Figure 1. Power grid (run 1).
Pins as bars on the die edge. Tap cells in grey.
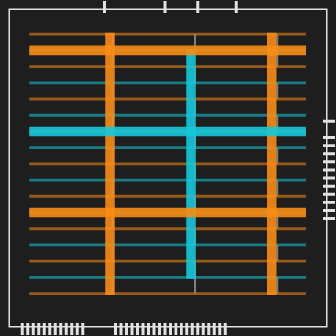
Figure 2. Cells coloured by class (run 1).
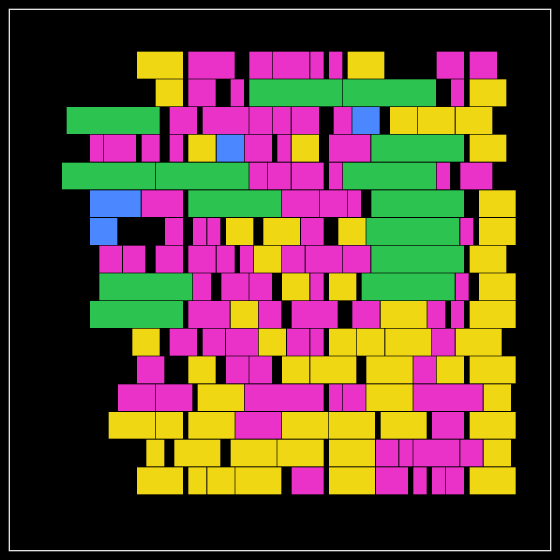
Figure 3. Routed clock nets over the placement (run 1).
The bar under the picture is 20 um long.
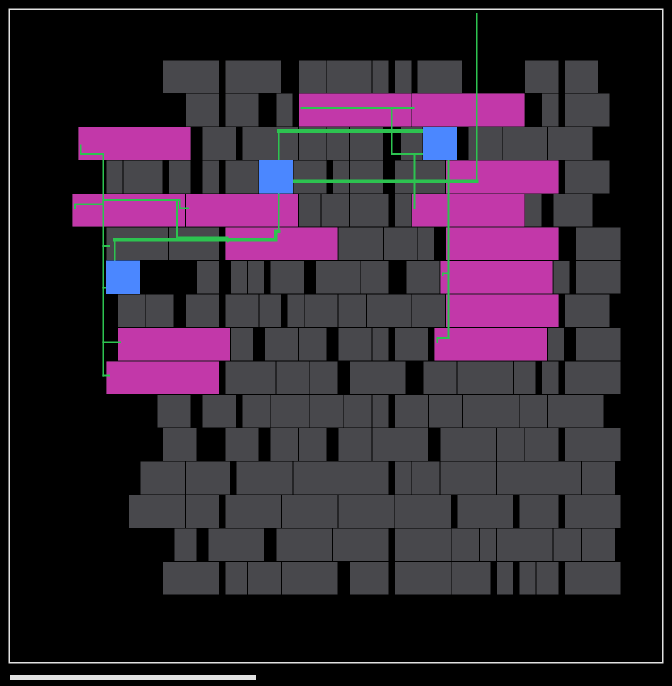
Figure 4. Routed metal, one colour a layer (run 1).
The bar under the picture is 20 um long.
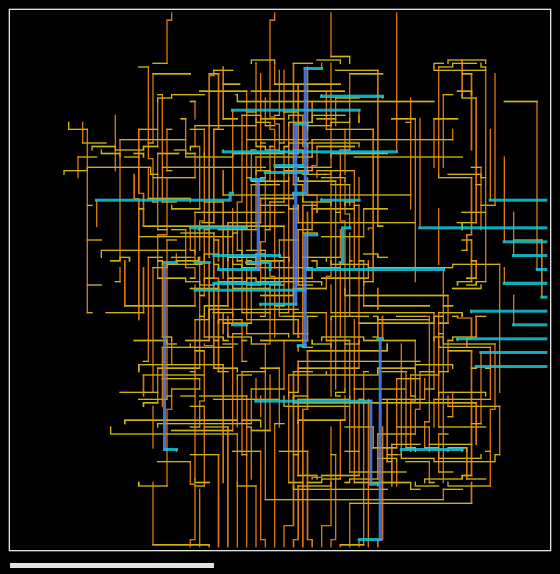
==> src/rtl/bus_map_pkg.sv <==
// rtl/bus_map_pkg.sv - data-bus address map, slave/state enums and slave timing helper
package bus_map_pkg;

  localparam logic [31:0] DMEM_BASE  = 32'h1000_0000;
  localparam logic [31:0] DMEM_MASK  = 32'hFFFF_0000;
  localparam logic [31:0] TBMAN_BASE = 32'hFFFF_F000;
  localparam logic [31:0] GPIO_BASE  = 32'hFFFF_2000;
  localparam logic [31:0] TIMER_BASE = 32'hFFFF_8000;
  localparam logic [31:0] UART_BASE  = 32'hFFFF_0000;
  localparam logic [31:0] PERIPH_MASK = 32'hFFFF_F000;

  typedef enum logic [2:0] {
    SL_NONE,
    SL_TBMAN,
    SL_DMEM,
    SL_GPIO,
    SL_TIMER,
    SL_UART
  } slave_e;

  typedef enum logic {
    ST_IDLE,
    ST_WAIT
  } state_e;

  // Slaves that need wait states inserted before their read data is ready.
  function automatic logic is_slow(slave_e s);
    return (s == SL_TIMER) || (s == SL_UART);
  endfunction

endpackage

==> src/rtl/addr_region_decode.sv <==
// rtl/addr_region_decode.sv - priority address-to-slave decoder, shared by data and instruction buses
module addr_region_decode
  import bus_map_pkg::*;
(
  input  logic [31:0] addr,
  output slave_e      slave
);

  always_comb begin
    slave = SL_NONE;
    if      ((addr & PERIPH_MASK) == TBMAN_BASE) slave = SL_TBMAN;
    else if ((addr & DMEM_MASK)   == DMEM_BASE)  slave = SL_DMEM;
    else if ((addr & PERIPH_MASK) == GPIO_BASE)  slave = SL_GPIO;
    else if ((addr & PERIPH_MASK) == TIMER_BASE) slave = SL_TIMER;
    else if ((addr & PERIPH_MASK) == UART_BASE)  slave = SL_UART;
  end

endmodule

==> src/rtl/mem_bus_ctrl.sv <==
// rtl/mem_bus_ctrl.sv - memory-stage bus controller: chip selects, wait states, registered response selects
module mem_bus_ctrl
  import bus_map_pkg::*;
#(
  parameter int unsigned SLOW_WAIT = 2
) (
  input  logic        clk,
  input  logic        rst_n,
  input  logic        req,
  input  logic        we,
  input  logic [31:0] addr,
  output logic        stall,
  output logic        cs_dmem_n,
  output logic        cs_tbman_n,
  output logic        cs_gpio_n,
  output logic        cs_timer_n,
  output logic        cs_uart_n,
  output logic        rsel_dmem_n,
  output logic        rsel_tbman_n,
  output logic        rsel_gpio_n,
  output logic        rsel_timer_n,
  output logic        rsel_uart_n,
  output logic        rvalid,
  output logic        bus_err
);

  state_e     state_q, state_d;
  logic [3:0] cnt_q, cnt_d;
  slave_e     slave_q, slave_d;
  logic       we_q, we_d;
  slave_e     rsel_q, rsel_d;
  logic       rvalid_q, rvalid_d;
  logic       bus_err_q, bus_err_d;

  slave_e dec_slave;
  slave_e cs_sel;
  logic   stall_c;

  addr_region_decode u_decode (
    .addr  (addr),
    .slave (dec_slave)
  );

  always_comb begin
    state_d   = state_q;
    cnt_d     = cnt_q;
    slave_d   = slave_q;
    we_d      = we_q;
    rsel_d    = SL_NONE;
    rvalid_d  = 1'b0;
    bus_err_d = 1'b0;
    cs_sel    = SL_NONE;
    stall_c   = 1'b0;
    case (state_q)
      ST_IDLE: begin
        if (req) begin
          cs_sel = dec_slave;
          if (dec_slave == SL_NONE) begin
            // Unmapped reads still complete so the mux can return zero.
            bus_err_d = 1'b1;
            rvalid_d  = !we;
          end else if (is_slow(dec_slave) && (SLOW_WAIT != 0)) begin
            stall_c = 1'b1;
            cnt_d   = 4'(SLOW_WAIT - 1);
            slave_d = dec_slave;
            we_d    = we;
            state_d = ST_WAIT;
          end else if (!we) begin
            rsel_d   = dec_slave;
            rvalid_d = 1'b1;
          end
        end
      end
      ST_WAIT: begin
        if (!req) begin
          state_d = ST_IDLE;
        end else begin
          // Decode latched at entry; addr/we may wander while stalled.
          cs_sel = slave_q;
          if (cnt_q != 4'd0) begin
            stall_c = 1'b1;
            cnt_d   = cnt_q - 4'd1;
          end else begin
            state_d = ST_IDLE;
            if (!we_q) begin
              rsel_d   = slave_q;
              rvalid_d = 1'b1;
            end
          end
        end
      end
      default: state_d = ST_IDLE;
    endcase
  end

  always_ff @(posedge clk or negedge rst_n) begin
    if (!rst_n) begin
      state_q   <= ST_IDLE;
      cnt_q     <= 4'd0;
      slave_q   <= SL_NONE;
      we_q      <= 1'b0;
      rsel_q    <= SL_NONE;
      rvalid_q  <= 1'b0;
      bus_err_q <= 1'b0;
    end else begin
      state_q   <= state_d;
      cnt_q     <= cnt_d;
      slave_q   <= slave_d;
      we_q      <= we_d;
      rsel_q    <= rsel_d;
      rvalid_q  <= rvalid_d;
      bus_err_q <= bus_err_d;
    end
  end

  assign stall      = rst_n && stall_c;
  assign cs_dmem_n  = !(rst_n && (cs_sel == SL_DMEM));
  assign cs_tbman_n = !(rst_n && (cs_sel == SL_TBMAN));
  assign cs_gpio_n  = !(rst_n && (cs_sel == SL_GPIO));
  assign cs_timer_n = !(rst_n && (cs_sel == SL_TIMER));
  assign cs_uart_n  = !(rst_n && (cs_sel == SL_UART));

  assign rsel_dmem_n  = (rsel_q != SL_DMEM);
  assign rsel_tbman_n = (rsel_q != SL_TBMAN);
  assign rsel_gpio_n  = (rsel_q != SL_GPIO);
  assign rsel_timer_n = (rsel_q != SL_TIMER);
  assign rsel_uart_n  = (rsel_q != SL_UART);
  assign rvalid       = rvalid_q;
  assign bus_err      = bus_err_q;

endmodule

==> config.mk <==
export PLATFORM = sky130hd
export DESIGN_NAME = mem_bus_ctrl
export DESIGN_NICKNAME = d
export VERILOG_FILES = /design/src/rtl/bus_map_pkg.sv /design/src/rtl/addr_region_decode.sv /design/src/rtl/mem_bus_ctrl.sv
export SDC_FILE = /design/constraint.sdc
export NUM_CORES = 1
export LEC_CHECK = 0
export CAP_MARGIN = 40
export CORE_MARGIN = 3
export CORE_UTILIZATION = 42
export CTS_BUF_LIST = sky130_fd_sc_hd__clkbuf_4 sky130_fd_sc_hd__clkbuf_8 sky130_fd_sc_hd__clkbuf_16
export DETAILED_ROUTE_END_ITERATION = 8
export PLACE_DENSITY = 0.91
export SKIP_CTS_REPAIR_TIMING = 1
export SYNTH_ARGS = -nofsm -noshare
export SYNTH_HDL_FRONTEND = slang
export SYNTH_SLANG_ARGS = --single-unit
==> constraint.sdc <==
create_clock -name clk -period 2.8 [get_ports clk]
set_input_delay 0.56 -clock clk [delete_from_list [all_inputs] [get_ports clk]]
set_output_delay 0.56 -clock clk [all_outputs]
set_load 0.005 [all_outputs]
==> impl_metrics.env, run 1 <==
# implementation run metrics
export IMPL_ys_cells=100
export IMPL_post_place_ws_ns=-0.494
export IMPL_ys_flop_type="dfrtp_1"
export IMPL_clockBufferDepth=2
export IMPL_fmax_mhz=360
export IMPL_hold_viol_final=0
export IMPL_seq_cell_count=14
export IMPL_num_multi_input_gates=82
export IMPL_slowest_stage="or4b_1"
export IMPL_drtPass1Iterations=4
export IMPL_ys_top_logic_family="simple AND/OR/NAND/NOR gates"
export IMPL_crit_start="addr[30]"
export IMPL_finalCriticalPeriod_ns=2.78
export IMPL_outcome="complete, no violations"
export IMPL_crit_path_end="cs_dmem_n"
export IMPL_hold_depth=1
export IMPL_port_buffers=36
export IMPL_finalSetupViolCount=0
export IMPL_route_met2_wl_um=1720
export IMPL_clk_pin_slew_ns=0.08
export IMPL_highest_layer="met4"
export IMPL_p_int_uw=325
export IMPL_p_comb_uw=76.0
export IMPL_ys_sh_aoi=0.193
export IMPL_ys_sh_simple=0.360
export IMPL_worstSetupPathType="in -> out"
export IMPL_synthAdderAreaFrac=0.0270
export IMPL_tightestPinTransition_ns=0.642
export IMPL_synthMuxAreaShare=0.0229
export IMPL_num_nonclk_inverters=3
export IMPL_ys_area_um2=928
export IMPL_p_leak_uw=0.000889
export IMPL_tritoncts="yes"
export IMPL_tns_ns=0
export IMPL_maxSlewHeadroom=0.568
export IMPL_first_iter_violations=30
export IMPL_r2r_cells=5
export IMPL_detail_route_antenna_nets=0
export IMPL_layout_drive_gt1_share=0.244
export IMPL_grt_pass1_vias=1042
export IMPL_place_area_um2=1440
export IMPL_comb_area_frac=0.368
export IMPL_met1_usage=0.243
export IMPL_yosysSeqAreaShare=0.377
export IMPL_hold_end="we_q"
export IMPL_synth_area_um2=928
export IMPL_p_per_area_nw_per_um2=265
export IMPL_nWellTaps=27
export IMPL_n_antenna_cell=0
export IMPL_p_sw_uw=94.9
export IMPL_yosysWarningCount=0
export IMPL_required_ns=2.24
export IMPL_wl_met1_um=1180
export IMPL_synthesis_nets=138
export IMPL_area_delta_synth_final_pct=70.4
export IMPL_largest_class="multi-input combinational cells"
export IMPL_cts_buffers=3
export IMPL_crit_chain="dlymetal6s2s_1 > nor4_1 > and4_1 > a211oi_2 > buf_4 > or4b_1 > clkbuf_2"
export IMPL_gr_total_overflow=0
export IMPL_setup_slack_ns=0.0244
export IMPL_slew_violations=0
export IMPL_seqPwrFrac=0.485
export IMPL_crit_path_end_kind="primary output"
export IMPL_worst_ep_arrival_time_ns=2.22
export IMPL_synth_avg_cell_area_um2=9.28
export IMPL_layout_area_comb_um2=582
export IMPL_power_uw=420
export IMPL_fin_crit_sh=0.991
export IMPL_xor_area_frac=0
export IMPL_buffer_area_frac=0.359
export IMPL_edf_count=0
export IMPL_whs_ns=0.529
export IMPL_grt_use_met2=0.409
export IMPL_antenna_found_initial=0
export IMPL_critPathTopFamily="simple AND/OR/NAND/NOR gates"
export IMPL_grt_busiest_layer="met2"
Notes on Figure 1 above:
cyan -> VDD
orange -> VSS
rows = 16
tap cells = 27
met4 straps = 3
met1 rails = 17
Max IR drop VDD: 0.304 mV
Die H: 53.0 um
die width: 53.0 um
total core area: 2020 um2

Notes on Figure 2 above:
magenta -> combinational and other logic  # cells 85, share of their area 38%
blue -> clock drivers and dummy loads  # cells 4, share of their area 2.3%
yellow -> other buffers and delay cells  # cells 57, share of their area 37%
green -> flops  # cells 14, share of their area 23%

Notes on Figure 3 above:
blue -> clock drivers  # count 3
magenta -> flip-flops  # count 14
green -> clock wires  # length 151 um
routed clock nets = 4
clock-net power: 140 uW
Clock power frac: 0.334
clk latency late pin: 0.28 ns
skew final: 0.00145 ns

Notes on Figure 4 above:
yellow -> metal 1  # wire length 1180 um
orange -> metal 2  # wire length 1720 um
blue -> metal 4  # wire length 95.9 um
cyan -> metal 3  # wire length 212 um
Routed WL: 3210 um
routed len/inst: 17.2 um
total track usage: 0.218
vias: 1097

-- run 1: cell usage in the layout, fill, tap and decap left out, drive strengths merged, types with 2 or more instances in the layout --
cell type / synthesis / routed
o21a: 2 / 2
o21ai: 3 / 3
dfrtp: 14 / 14
dlymetal6s2s: 0 / 24
and2: 3 / 3
nand2: 13 / 13
or4b: 2 / 2
and3: 2 / 2
nand4: 5 / 5
a211oi: 3 / 3
o211ai: 3 / 3
nand2b: 3 / 3
buf: 1 / 21
nand3b: 2 / 2
a21o: 2 / 2
a21boi: 2 / 2
inv: 3 / 3
clkdlybuf4s50: 0 / 10
nor4: 6 / 6
nor3b: 2 / 2
ha: 2 / 2
nor2: 7 / 7
nor3: 2 / 2
clkbuf: 0 / 6
a21oi: 4 / 4
-- run 1: synth_stat cells, types with 2 or more instances --
library cell / n / share of area
nor2_1: 7 / 0.028
ha_1: 2 / 0.027
nand4_1: 4 / 0.027
nand2_1: 12 / 0.049
dfrtp_1: 14 / 0.38
and2_1: 3 / 0.020
o211ai_1: 3 / 0.024
or4b_1: 2 / 0.022
a211oi_1: 3 / 0.024
a21boi_0: 2 / 0.016
nor4_1: 5 / 0.034
nand3b_1: 2 / 0.016
a21o_1: 2 / 0.016
o21ai_0: 2 / 0.011
a21oi_1: 4 / 0.022
nand2b_1: 3 / 0.020
o21a_1: 2 / 0.016
inv_1: 3 / 0.012
and3_1: 2 / 0.013
-- run 1: state kept, by name, summed over array words and instances (netlist names) --
register  flops
bus_err       1
slave_q       3
we_q          1
state_q       1
cnt_q         4
rsel_q        3
rvalid        1
-- run 1: through the flow --
step,utilization,std cells
after floorplan,-,100
after global placement,0.713,179
after detailed placement,0.713,179
after CTS,0.731,183
after global routing,0.782,187
final,0.782,187
==> run 2: changes to the inputs <==
--- a/config.mk
+++ b/config.mk
@@ -14,4 +14,5 @@
 export SKIP_CTS_REPAIR_TIMING = 1
 export SYNTH_ARGS = -nofsm -noshare
 export SYNTH_HDL_FRONTEND = slang
+export SYNTH_HIERARCHICAL = 1
 export SYNTH_SLANG_ARGS = --single-unit
Figure 5. Routed clock nets over the placement (run 2).
The bar under the picture is 20 um long.
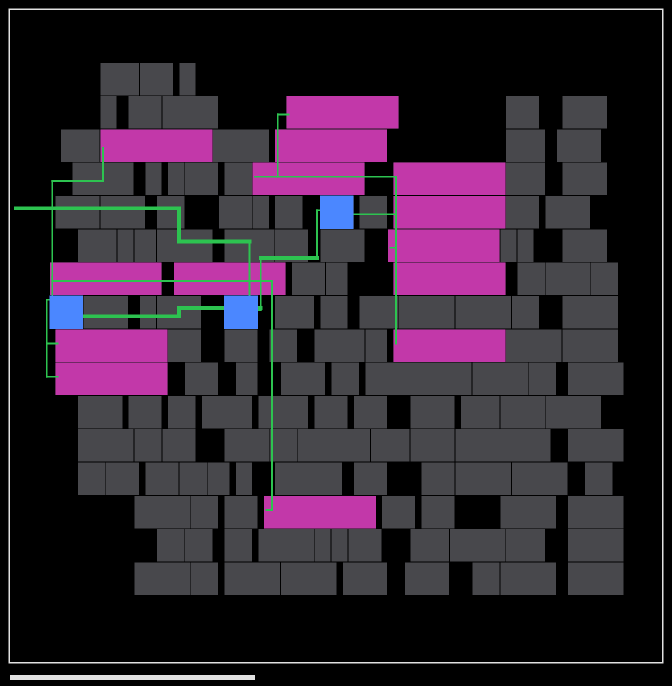
blue -> clock drivers  # count 3
magenta -> flip-flops  # count 14
green -> clock wires  # length 161 um
routed clock nets = 4
skew final: 0.00842 ns
Clock power frac: 0.344

==> run 2 against run 1 <==
Against the previous run: total power fell by 3.1%; global-route usage fell by 2.4 points; largest power group unchanged; highest routed layer unchanged; clock power barely moved; critical path type unchanged.
==> impl_metrics.env, run 2 <==
# implementation run metrics
export IMPL_whs_ns=0.473
export IMPL_p_sw_uw=87.0
export IMPL_finalSetupViolCount=0
export IMPL_hold_viol_final=0
export IMPL_grt_usage=0.194
export IMPL_final_common_cell="dlymetal6s2s_1"
export IMPL_edf_count=0
export IMPL_synthesis_nets=129
export IMPL_ys_cells=91
export IMPL_die_h_um=53.2
export IMPL_largest_reg_flops=4
export IMPL_grt_pass1_vias=944
export IMPL_seqPwrFrac=0.501
export IMPL_cts_buffers=3
export IMPL_synthTopCellsByArea="dfrtp_1 (37%), mux2_1 (4.8%), nand4_1 (4.7%)"
export IMPL_vias=965
export IMPL_finalCriticalPeriod_ns=2.72
export IMPL_first_iter_violations=9
export IMPL_p_comb_uw=63.0
export IMPL_synth_avg_cell_area_um2=10.3
export IMPL_fmax_mhz=368
export IMPL_gr_total_overflow=0
export IMPL_ys_area_um2=937
export IMPL_wirelength_um=2700
export IMPL_outcome="complete, no violations"
export IMPL_antenna_found_initial=0
export IMPL_r2r_cells=6
export IMPL_p_clk_uw=140
export IMPL_crit_chain="dlymetal6s2s_1 > nand4_1 > nor4_4 > nor4b_4 > mux2_4 > nand4_1 > or2_1 > buf_2"
export IMPL_n_antenna_cell=0
export IMPL_p_per_area_nw_per_um2=264
export IMPL_top_regs="cnt_q x4, rsel_q x3, slave_q x3"
export IMPL_fin_crit_sh=0.971
export IMPL_power_uw=407
export IMPL_lay_top_cells="dlymetal6s2s_1 (21), buf_4 (16), dfrtp_1 (14), clkdlybuf4s50_1 (14), nand4_1 (7)"
export IMPL_layout_drive_gt1_share=0.234
export IMPL_regMostFlops="cnt_q"
export IMPL_p_leak_uw=0.000786
export IMPL_drtPass1Iterations=4
export IMPL_tightestPinTransition_ns=0.535
export IMPL_synth_area_um2=937
export IMPL_required_ns=2.24
export IMPL_clockBufferDepth=2
export IMPL_layout_area_comb_um2=573
export IMPL_post_place_ws_ns=-0.595
export IMPL_area_delta_synth_final_pct=64.4
export IMPL_p_int_uw=320
export IMPL_detail_route_antenna_nets=0
export IMPL_yosysWarningCount=6
==> run 2: cells by family (layout without fill, tap and decap cells) <==
| logic type | count (synthesis) | in the layout | share of synthesized area |
|---|---|---|---|
| muxes | 6 | 6 | 0.0708 |
| AOI/OAI and AO/OA | 14 | 14 | 0.128 |
| adders and majority gates | 2 | 2 | 0.0267 |
| DFF | 14 | 14 | 0.374 |
| and+or+nand+nor | 48 | 48 | 0.364 |
| buffers and inverters | 7 | 61 | 0.0360 |
==> run 2: area by class of cell <==
type,count,area share
well taps,27,0.0219
repair buffers,52,0.343
multi-input cells,70,0.372
flip-flops and latches,14,0.227
clock buffers,4,0.0236
inverters,5,0.0122
==> run 2: worst max path at each step <==
stage | end | from | cells after the start
after floorplan | stall | addr[18] | 6
after CTS | cs_tbman_n | addr[29] | 9
after global routing | cs_uart_n | addr[23] | 8
after detailed placement | cs_gpio_n | addr[18] | 9
final | cs_uart_n | addr[25] | 8
after global placement | cs_gpio_n | addr[29] | 9
==> run 2: per-layer routing <==
| metal | part of all wire | vias up | global-route usage |
|---|---|---|---|
| met5 | 0 | - | 0 |
| met4 | 0.011 | 0 | 0.0383 |
| met3 | 0.11 | 4 | 0.0704 |
| met2 | 0.51 | 44 | 0.363 |
| met1 | 0.36 | 453 | 0.204 |
| li1 | - | 464 | - |
==> run 2: metrics by stage <==
step	util	area, um2	instances
2_1_floorplan	-	937	91
3_3_place_gp	0.700	1430	167
3_5_place_dp	0.700	1430	167
4_1_cts	0.718	1470	171
5_1_grt	0.754	1540	172
6_report	0.754	1540	172
Power is estimated from default activity; no workload was simulated.
